==> config.mk <==
export PLATFORM = sky130hd
export DESIGN_NAME = lc3_memory_interface
export DESIGN_NICKNAME = d
export VERILOG_FILES = /design/src/rtl/lc3_pkg.sv /design/src/rtl/lc3_mmio_regs.sv /design/src/rtl/lc3_memory_interface.sv
export SDC_FILE = /design/constraint.sdc
export NUM_CORES = 1
export LEC_CHECK = 0
export ABC_AREA = 0
export CORE_AREA = 2 2 78 80
export DETAILED_ROUTE_END_ITERATION = 6
export DIE_AREA = 0 0 80 82
export PLACE_DENSITY = 0.82
export SETUP_SLACK_MARGIN = 0.5
export SLEW_MARGIN = 20
export SYNTH_ARGS = -nofsm -noshare
export SYNTH_HDL_FRONTEND = slang
export SYNTH_SLANG_ARGS = --single-unit
==> constraint.sdc <==
create_clock -name clk -period 2.95 [get_ports clk]
set_input_delay 0.7375 -clock clk [delete_from_list [all_inputs] [get_ports clk]]
set_output_delay 0.7375 -clock clk [all_outputs]
set_load 0.01 [all_outputs]
**Run 1: met1 routing**

Supply wires on this layer in grey.
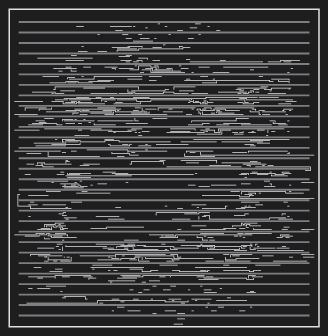
- wire length on this layer: 2,570 um
- nets with wire on the layer: 271
- longest straight run: 36.8 um
- main direction: horizontal
- share of all routed wire: 43%
met1 Use GR: 25.2%
Detailed Route WL: 6010 um

**Run 1: signal wires on met2**

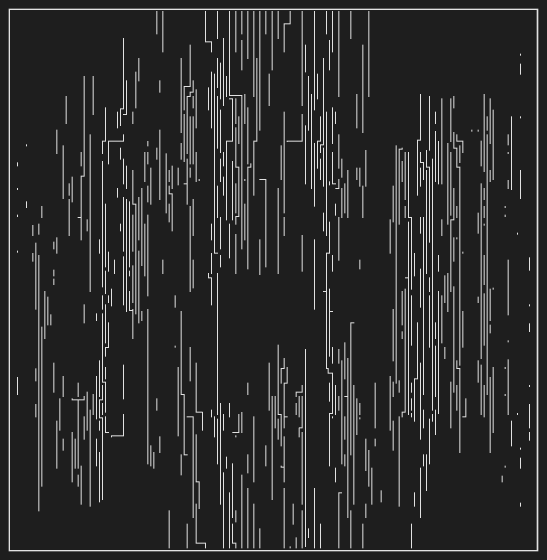
- main direction: vertical
- wire length on this layer: 2,950 um
- share of all routed wire: 49%
- longest straight run: 39.4 um
met2 Track Usage GR: 32.6%
vias: 1,896

**Run 1: met3 routing**

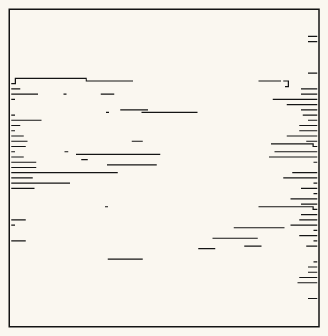
- share of all routed wire: 7.3%
- nets with wire on the layer: 73
- main direction: horizontal
- wire length on this layer: 438 um
- longest straight run: 27.4 um
met3 Use GR: 3.74%

==> flow_summary.json, run 1 <==
{
  "finalHoldViolCount": 0,
  "drv_cap": 0,
  "drive_gt1_share_pct": 18.2,
  "dieArea_mm2": 0.00656,
  "ff_type": "dfrtp_1",
  "track_usage_pct": 19.1,
  "syn_area_mm2": 0.00241,
  "synthArstFlopShare_pct": 100,
  "yosysWarnings": 0,
  "grt_max_degree": 42,
  "cts_num_sinks": 53,
  "grt_pass1_vias": 1949,
  "ys_chip_area_mm2": 0.00241,
  "grt.overflow.total": 0,
  "clock-root-buffer": "clkbuf_8",
  "status": "finished clean",
  "ant_nets": 0,
  "syn_area_per_cell_um2": 12.1,
  "cts_setup_buffers": 0,
  "fmax_mhz": 428,
  "power_density_mw_per_mm2": 707,
  "finClkSkew_ns": 0.00398,
  "endpoint_kind": "primary output",
  "pre_cts_slack_ns": 0.149,
  "core-area_mm2": 0.00575,
  "drc": 0,
  "synth.distinct_cells": 24,
  "min_path_type": "flip-flop to flip-flop",
  "finalWorstSetupSlack_ns": 0.613,
  "slew_viol_final": 0,
  "critPathLaunchType": "input pin",
  "hold_slack_ns": 0.508,
  "die_w_um": 80,
  "crit_type": "input pin to primary output",
  "ctsHoldBuffers": 0,
  "power_leakage_nw": 1.47,
  "r2r_cells": 3,
  "fin_cells": 366,
  "placed_cells": 357,
  "tns_ns": 0,
  "cp.required_ns": 2.21,
  "drt-initial-drc-count": 129,
  "reg2reg_slack_ns": 1.44,
  "netlist_top_cells_count": "dfrtp_1 (53), o22ai_1 (27), mux2_2 (22)",
  "ys_ff": 53,
  "clkSlewWorstSetupHoldPaths_ns": 0.09,
  "gp_congestion": 0.737,
  "grt_pass1_wl_um": 9660,
  "cts_tree": "yes",
  "fin_nets": 340
}
## run 1: final cells by class
class,instances,area (um2)
inverter,3,11.3
tap,75,93.8
clock buffer,7,96.3
timing repair buffer,100,958
multi-input combinational,127,945
fill,495,2310
sequential,53,1330
clock inverter,1,5.00
## run 1: report_power, final
group          switching [mW]  total [mW]  internal (mW)
clock                   0.222       0.435          0.212
combinational           0.343       0.893          0.550
sequential              0.158        1.10          0.944
## run 1: worst max-delay path: stages
cell and delay [ns]:
dlygate4sd2_1 0.28, buf_4 0.17, and2_1 0.13, dlygate4sd2_1 0.28
## run 1: cell families (layout without fill, tap and decap cells)
family | Yosys count | after routing | synth area share, %
flip-flops | 53 | 53 | 55.0
buffers and inverters | 28 | 111 | 7.17
AND-OR/OR-AND | 55 | 55 | 13.0
other | 2 | 11 | 0.312
AND/OR/NAND/NOR | 29 | 29 | 8.00
multiplexers | 32 | 32 | 16.5
## run 1: routing by layer
metal	GRT usage, %	share of wire (%)	vias to the layer above
li1	-	-	871
met2	32.6	49	92
met3	3.74	7.3	7
met5	0	0	-
met1	25.2	43	926
met4	4.92	0.91	0
## run 1: cells in the final DEF (no fill, tap or decap), drive strengths merged
cell type / instances
nand3b: 6
a21oi: 18
inv: 3
dfrtp: 53
mux2: 32
nor2: 1
nor2b: 1
dlygate4sd2: 13
clkinv: 1
o22ai: 27
nand2b: 1
conb: 11
and3b: 2
nand2: 1
a31oi: 1
and2: 17
buf: 11
o21ai: 8
clkdlybuf4s15: 4
a211oi: 1
clkbuf: 7
clkdlybuf4s50: 72
## run 1: what timing repair did
action | 4_1_cts | 5_1_grt
gates resized | 23 | 0
setup endpoints to repair | 16 | 0
hold endpoints to repair | 0 | 0
==> inputs of run 2 (changes only) <==
CORE_AREA = 2 2 84 86   (was 2 2 78 80)
DIE_AREA = 0 0 86 88   (was 0 0 80 82)
PLACE_DENSITY = 0.75   (was 0.82)
clock period = 2 ns   (was 2.95 ns; I/O delays follow)
**Run 2: signal wires on met2**

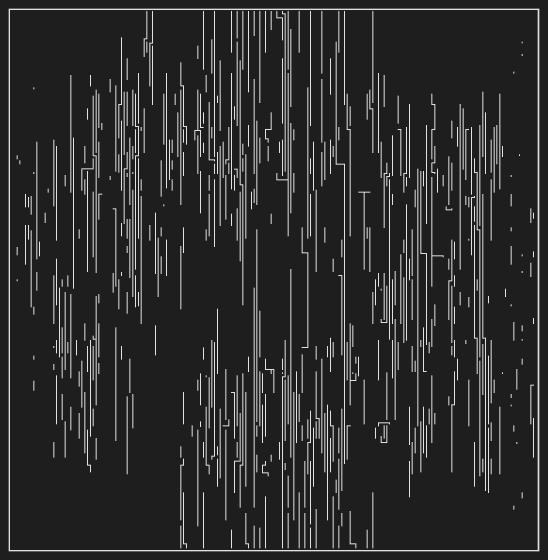
- share of all routed wire: 51%
- wire length on this layer: 3,470 um
- nets with wire on the layer: 333
Detailed Route WL: 6780 um
met2 Track Usage GR: 30.0%

**Run 2: clock wiring as the flow saved it**

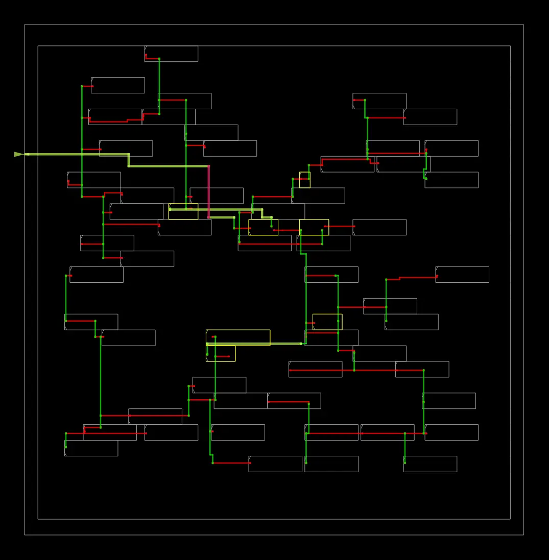
flip-flops: 53
CTS Buf Count: 5
total clock sinks: 53
clk latency late pin: 0.29 ns

==> flow_summary.json, run 2 <==
{
  "endpoint_kind": "primary output",
  "synth.distinct_cells": 24,
  "wl_met3_um": 440,
  "cp.required_ns": 1.50,
  "portBuffers": 90,
  "track_usage_pct": 17.6,
  "netlist_top_cells_count": "dfrtp_1 (53), o22ai_1 (27), mux2_2 (22)",
  "seqPwrFrac_pct": 39.9,
  "fillers": 576,
  "use_met3_pct": 4.34,
  "grt.overflow.total": 0,
  "dp_hpwl_um": 4430,
  "finalHoldViolCount": 0,
  "critPathLaunchType": "input pin",
  "power_density_mw_per_mm2": 1040,
  "placed_cells": 367,
  "clkSlewWorstSetupHoldPaths_ns": 0.09,
  "fmax_mhz": 631,
  "dieArea_mm2": 0.00757,
  "synthArstFlopShare_pct": 100,
  "die_w_um": 86,
  "yosysWarnings": 0,
  "top_area_cell": "dfrtp_1",
  "r2r_cells": 4,
  "grt.busiest_layer": "met2",
  "syn_area_mm2": 0.00241,
  "tns_ns": 0,
  "power_leakage_nw": 1.71,
  "die_height_um": 88,
  "ys_chip_area_mm2": 0.00241,
  "warnings": 38,
  "vias": 2020,
  "edf_count": 0,
  "switching_share_pct": 29.2,
  "min_path_type": "input pin to async pin",
  "vias_per_cell": 5.00,
  "fin_nets": 374,
  "syn_area_per_cell_um2": 12.1,
  "ys_ff": 53,
  "syn2layout_area_growth_pct": 58.7,
  "ant_nets": 0,
  "reg2reg_slack_ns": 0.60,
  "finClkSkew_ns": 0.00872,
  "slew_viol_final": 0,
  "p_switching_mw": 1.16,
  "layout_top_cells": "dfrtp_1 (53), clkdlybuf4s50_1 (36), buf_4 (33)",
  "peakVddDrop_v": 0.000655,
  "fp-row-count": 30,
  "cts_tree": "yes",
  "p_clk_share_pct": 17.5,
  "status": "finished clean",
  "routed.top_layer": "met4",
  "drv_cap": 0,
  "clock-root-buffer": "clkbuf_8",
  "drive_gt1_share_pct": 37.0,
  "ff_type": "dfrtp_1",
  "internal-power_mw": 2.82,
  "grt_pass1_wl_um": 10200,
  "drt-met1-wl_um": 2860,
  "grt_pass1_vias": 2004,
  "grt_max_degree": 24,
  "combPwrFrac_pct": 42.7,
  "drc": 0,
  "lay_top_count": "dfrtp_1",
  "met2_length_um": 3470,
  "gp_congestion": 0.783,
  "post_drt_wl_per_cell_um": 16.8,
  "drt-initial-drc-count": 81,
  "fin_cells": 404,
  "crit_type": "input pin to primary output",
  "ctsHoldBuffers": 0,
  "core-area_mm2": 0.00664,
  "met1_usage_pct": 22.9,
  "cp_max_fo": 5
}
[run 2: netlist changes by cell type in the layout (fill, tap and decap cells not counted), sizes merged]
cell	delta
buf	+52
bufinv	+1
clkbuf	+1
clkdlybuf4s15	+24
clkdlybuf4s50	-36
dlygate4sd2	-9
[run 2: area by class of cell]
class	instances	area (um2)	share of cell area, %
Timing Repair Buffer	134	1310	34.1
Clock buffer	5	68.8	1.80
Sequential cell	53	1330	34.7
Tap cell	80	100	2.62
Clock inverter	2	35.0	0.916
Multi-Input combinational cell	127	977	25.6
Inverter	3	11.3	0.295
[run 2: repair_timing]
action	4_1_cts	5_1_grt
buffers inserted	21	7
pin swaps	8	7
endpoints found under the setup margin	67	55
gates resized	132	50
cloned	2	0
[run 2: worst max-delay path, cell delays in order]
cell and delay [ns]:
buf_8 0.11, buf_8 0.13, buf_6 0.11, and2_4 0.12, buf_6 0.11
[run 2: cells by family after synthesis]
| logic type | after synthesis | synth area share (%) |
|---|---|---|
| compound gates | 55 | 13.0 |
| flops | 53 | 55.0 |
| mux | 32 | 16.5 |
| simple gates | 29 | 8.00 |
| buf+inv | 28 | 7.17 |
| other cells | 2 | 0.312 |
[run 2: power groups by stage]
stage / clock (mW) / sequential [mW] / combinational (mW)
after floorplan: 0 / 1.65 / 0.732
after global placement: 0 / 1.62 / 1.39
after detailed placement: 0 / 1.64 / 1.41
after CTS: 0.716 / 1.58 / 1.56
final: 0.695 / 1.59 / 1.70
after global routing: 0.760 / 1.62 / 1.82
[run 2: stage by stage]
step	util [%]	worst slack, ns	total power, mW	hold slack (ns)
final	57.6	0.416	3.98	0.128
after global routing	57.6	0.387	4.21	0.149
after CTS	55.2	0.344	3.85	0.134
after detailed placement	51.5	-0.342	3.05	0.467
after global placement	51.5	-0.323	3.00	0.461
after floorplan	-	0.528	2.39	0.204
No activity file was given, so power comes from the tool's default toggle rates.
